Design seed_stream_ctrl, sky130hd; sources not shown.
Fig. 1: run 1, where the registers sit
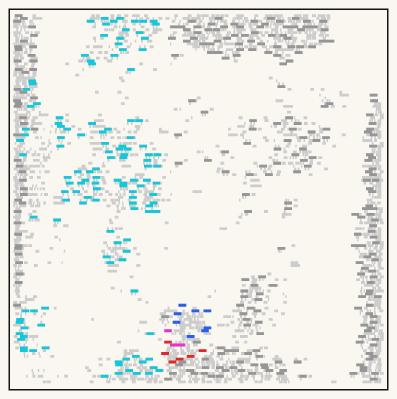
Key: magenta = state_r [sequential cells 3]; red = eng_round [sequential cells 6, where bottom centre]; blue = div_r [sequential cells 8, where bottom centre]; cyan = out_data [sequential cells 128]
Another 260 sequential cells are not coloured.
register cell area after layout: 8110 um^2
Finished Core Util: 20.5%

Fig. 2: run 1, cell placement
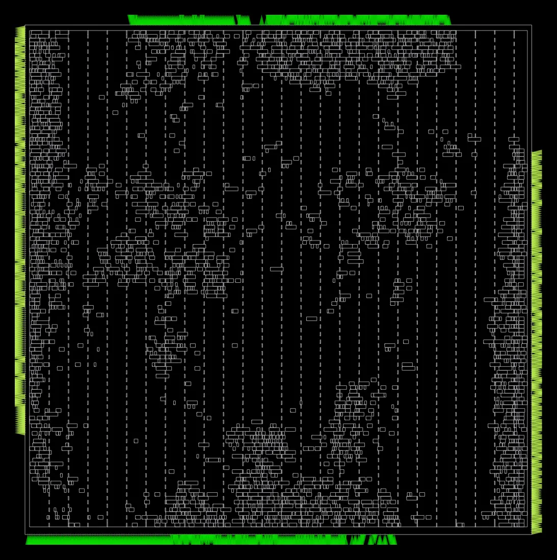
area inside the core boundary: 125000 um^2
number of standard cells in the layout, taps in and fillers out: 4241
row count: 130

Fig. 3: run 1, nets reached from selected ports
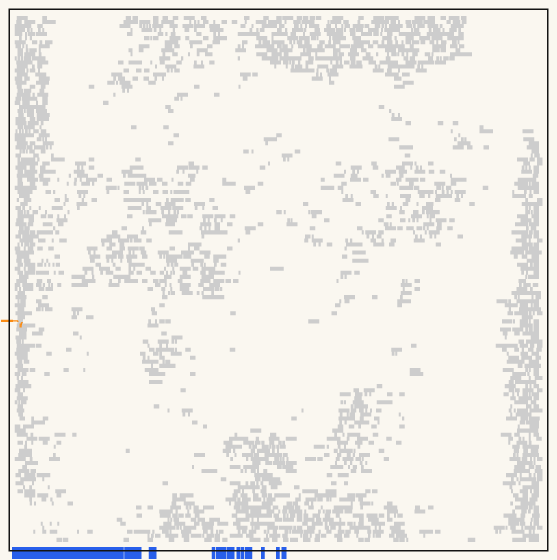
Key: blue = iv [direction input, end cells 0, buffers 0]; orange = in_dec [direction input, end cells 1, buffers 1, wire 8.00 um]
port bufs: 784
Top-Level Pins: 914

==> job_summary.md, run 1 <==
### Flow metrics

| Metric | Value |
|---|---|
| Result of the run | finished clean |
| Area fraction in full adders, half adders and majority gates | less than 1% |
| Area share of buffers outside the clock network | a little under a third |
| Sw power | between 2 and 2.5 mW |
| Worst path max stage delay | just over 600 ps |
| Wire per inst | a little over 20 um |
| Proportion of synthesized flip-flops having asynchronous set or reset | 0% |
| Crit path DAT | between 2000 and 2500 ps |
| Synthesized area per cell | 7.85 um^2 |
| Comb/total area | 21.3% |
| Worst hold path class | register to register |
| Cell class with the largest area share | non-clock buffers |
| Power of the combinational group | roughly 1.3 mW |
| Maximum root-to-sink buffer count | 3 |
| Wire length of the first global-routing pass | 115000 um |
| DR vias | ~15000 |
| GR Overflow Total | 0 |
| Placement Setup Slack | about 1400 ps |
| Switching Share | between 20% and 30% |
| Pwr dens | about 360 nW/um^2 |
| Parity-gate share of the synthesized area counting xor and xnor cells | less than 1% |
| Final period demand of the worst path | 3440 ps |
| Number of cells in the design after placement | 4120 |
| GR Util met1 | ~12% |
| Fillcell total | 13900 |
| Antenna violation net count after detailed routing | 0 |
| Part of the total power dissipated in combinational logic | approximately 14% |
| Number of distinct library cells after synthesis | 43 |
| Met3 WL post-DR | about 11000 um |
| GR Util All Layers | roughly an eighth |
| Number of cells on the worst reg-to-reg path | 6 |
| Max-slew violation total from the final report | 0 |
| Number of cells on the critical path | 3 |
| Power share of the sequential group | 39.7% |
| Total chip power | just over 9 mW |
| Most used flip-flop cell after synthesis | dfxtp_1 |
| CTS H-tree lvls | 2 |
| Critical Setup Path Class | register to output port |
| Multi-input comb cells | ~1300 |
| Area fraction in compound gates | 15.2% |
| Crit path capture type | output port |
| Dominant comb cell | simple AND/OR/NAND/NOR gates |
| Final-layout setup total negative slack | 0 ps |
| Most area-hungry cell type in the Yosys netlist | dfxtp_1 |
| Non-clock buffers | around 800 |
| Fraction of layout instances using a drive strength above 1 | about 4.8% |
| Max-capacitance violation count | 0 |
| Number of CTS-inserted buffers | 54 |
| Cell Chain, Critical Path | nor3_1, inv_1, clkdlybuf4s50_1 |
| Slowest library cell on the worst path | clkdlybuf4s50_1 |
| WHS Path Cells | 2 |
| Clk pin slew, worst setup/hold paths | around 60 ps |
| Share of the core filled by cells before placement | around 11% |
| Inverter tally of the final layout excluding the clock network | 8 |
| Number of synthesized flops with an enable pin | 0 |
| Final count of negative-setup-slack endpoints | 0 |
| Tightest slew margin relative to the limit | a little under two fifths |
| Power dissipated in the clock network | about 4.3 mW |
| Final WS setup | 1280 ps |
| Post-route DRC | 0 |
| Final #Nets | about 3000 |
| DR vias/cell | between 3 and 4 |
| M1 wire length | roughly 30000 um |
| Hold_buf cts | 0 |
==> run 2: changes to the inputs <==
Settings changed: CORE_AREA 3 3 358 360 to 3 3 356 358, DIE_AREA 0 0 361 363 to 0 0 359 361.
Clock period 4.72 ns to 2.9 ns, I/O delays scaled along.
==> run 2 against run 1 <==
Die area fell by 1.1%. Non-clock buffer count up 13. Area after synthesis did not move. Global-route usage fell by 0.23 points. Wire length fell by 3.1%. Final cell count decreased by 0.21%. Clock-buffer cell count up 4. Largest power group unchanged. Utilization is 0.46 points higher. Worst setup slack got worse by 1100 ps. Critical endpoint is now in_ready. Clock skew is 13 ps lower. Total power is 65% higher.
==> job_summary.md, run 2 <==
### Flow metrics

| Metric | Value |
|---|---|
| Result of the run | finished clean |
| Multi-input comb cells | between 1000 and 1500 |
| Antenna violation net count after detailed routing | 0 |
| Area fraction in compound gates | approximately 15% |
| Number of synthesized flops with an enable pin | 0 |
| Number of cells on the worst reg-to-reg path | 6 |
| GR Overflow Total | 0 |
| Share of the core filled by cells before placement | a little under an eighth |
| Power share of the sequential group | 39.3% |
| Sw power | between 3 and 4 mW |
| Crit path DAT | 2010 ps |
| Fraction of layout instances using a drive strength above 1 | 5.61% |
| Critical Setup Path Class | register to output port |
| Switching Share | between 20% and 30% |
| Final period demand of the worst path | 2740 ps |
| Max-slew violation total from the final report | 0 |
| Hold_buf cts | 0 |
| M1 wire length | between 30000 and 40000 um |
| Post-route DRC | 0 |
| Worst path max stage delay | around 500 ps |
| Maximum root-to-sink buffer count | 3 |
| Final-layout setup total negative slack | 0 ps |
| WHS Path Cells | 2 |
| Area share of buffers outside the clock network | between 30% and 40% |
| Port bufs | just under 800 |
| Proportion of synthesized flip-flops having asynchronous set or reset | 0% |
| Cell Chain, Critical Path | nor3_2, buf_4, inv_1, nor2_1, clkdlybuf4s50_1 |
| Part of the total power dissipated in combinational logic | 14.3% |
| Most used flip-flop cell after synthesis | dfxtp_1 |
| Tightest slew margin relative to the limit | between 30% and 40% |
| Synthesized area per cell | roughly 7.9 um^2 |
| Dominant comb cell | simple AND/OR/NAND/NOR gates |
| Crit path capture type | output port |
| Clk pin slew, worst setup/hold paths | around 60 ps |
| Number of standard cells in the layout, taps in and fillers out | about 4200 |
| Register cell area after layout | around 8100 um^2 |
| Final #Nets | just over 3000 |
| Wire length of the first global-routing pass | 114000 um |
| Power dissipated in the clock network | slightly above 7 mW |
| Number of cells on the critical path | 5 |
| Worst hold path class | input pin to register |
| Area fraction in full adders, half adders and majority gates | less than 1% |
| Met3 WL post-DR | between 7000 and 8000 um |
| Non-clock buffers | roughly 820 |
| Pwr dens | about 590 nW/um^2 |
Fig. 4: run 2, where the registers sit
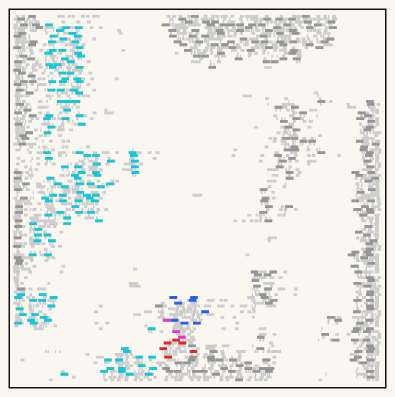
Key: magenta = state_r [sequential cells 3]; cyan = out_data [sequential cells 128, where a column on the left]; red = eng_round [sequential cells 6, where bottom centre]; blue = div_r [sequential cells 8, where bottom centre]
flop share of the area: 31.3%
Flop+latch power: 6.02 mW
Finished Core Util: 20.9%

Fig. 5: run 2, nets reached from selected ports
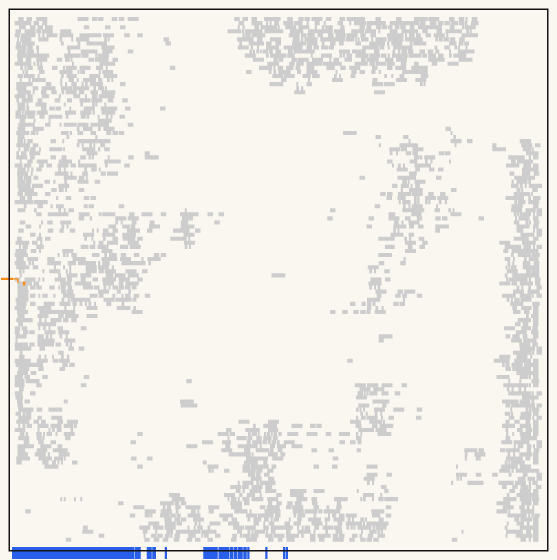
Key: orange = in_dec [direction input, end cells 1, buffers 1, wire 9.40 um]; blue = iv [direction input, end cells 0, buffers 0]

Power is estimated from default activity; no workload was simulated.
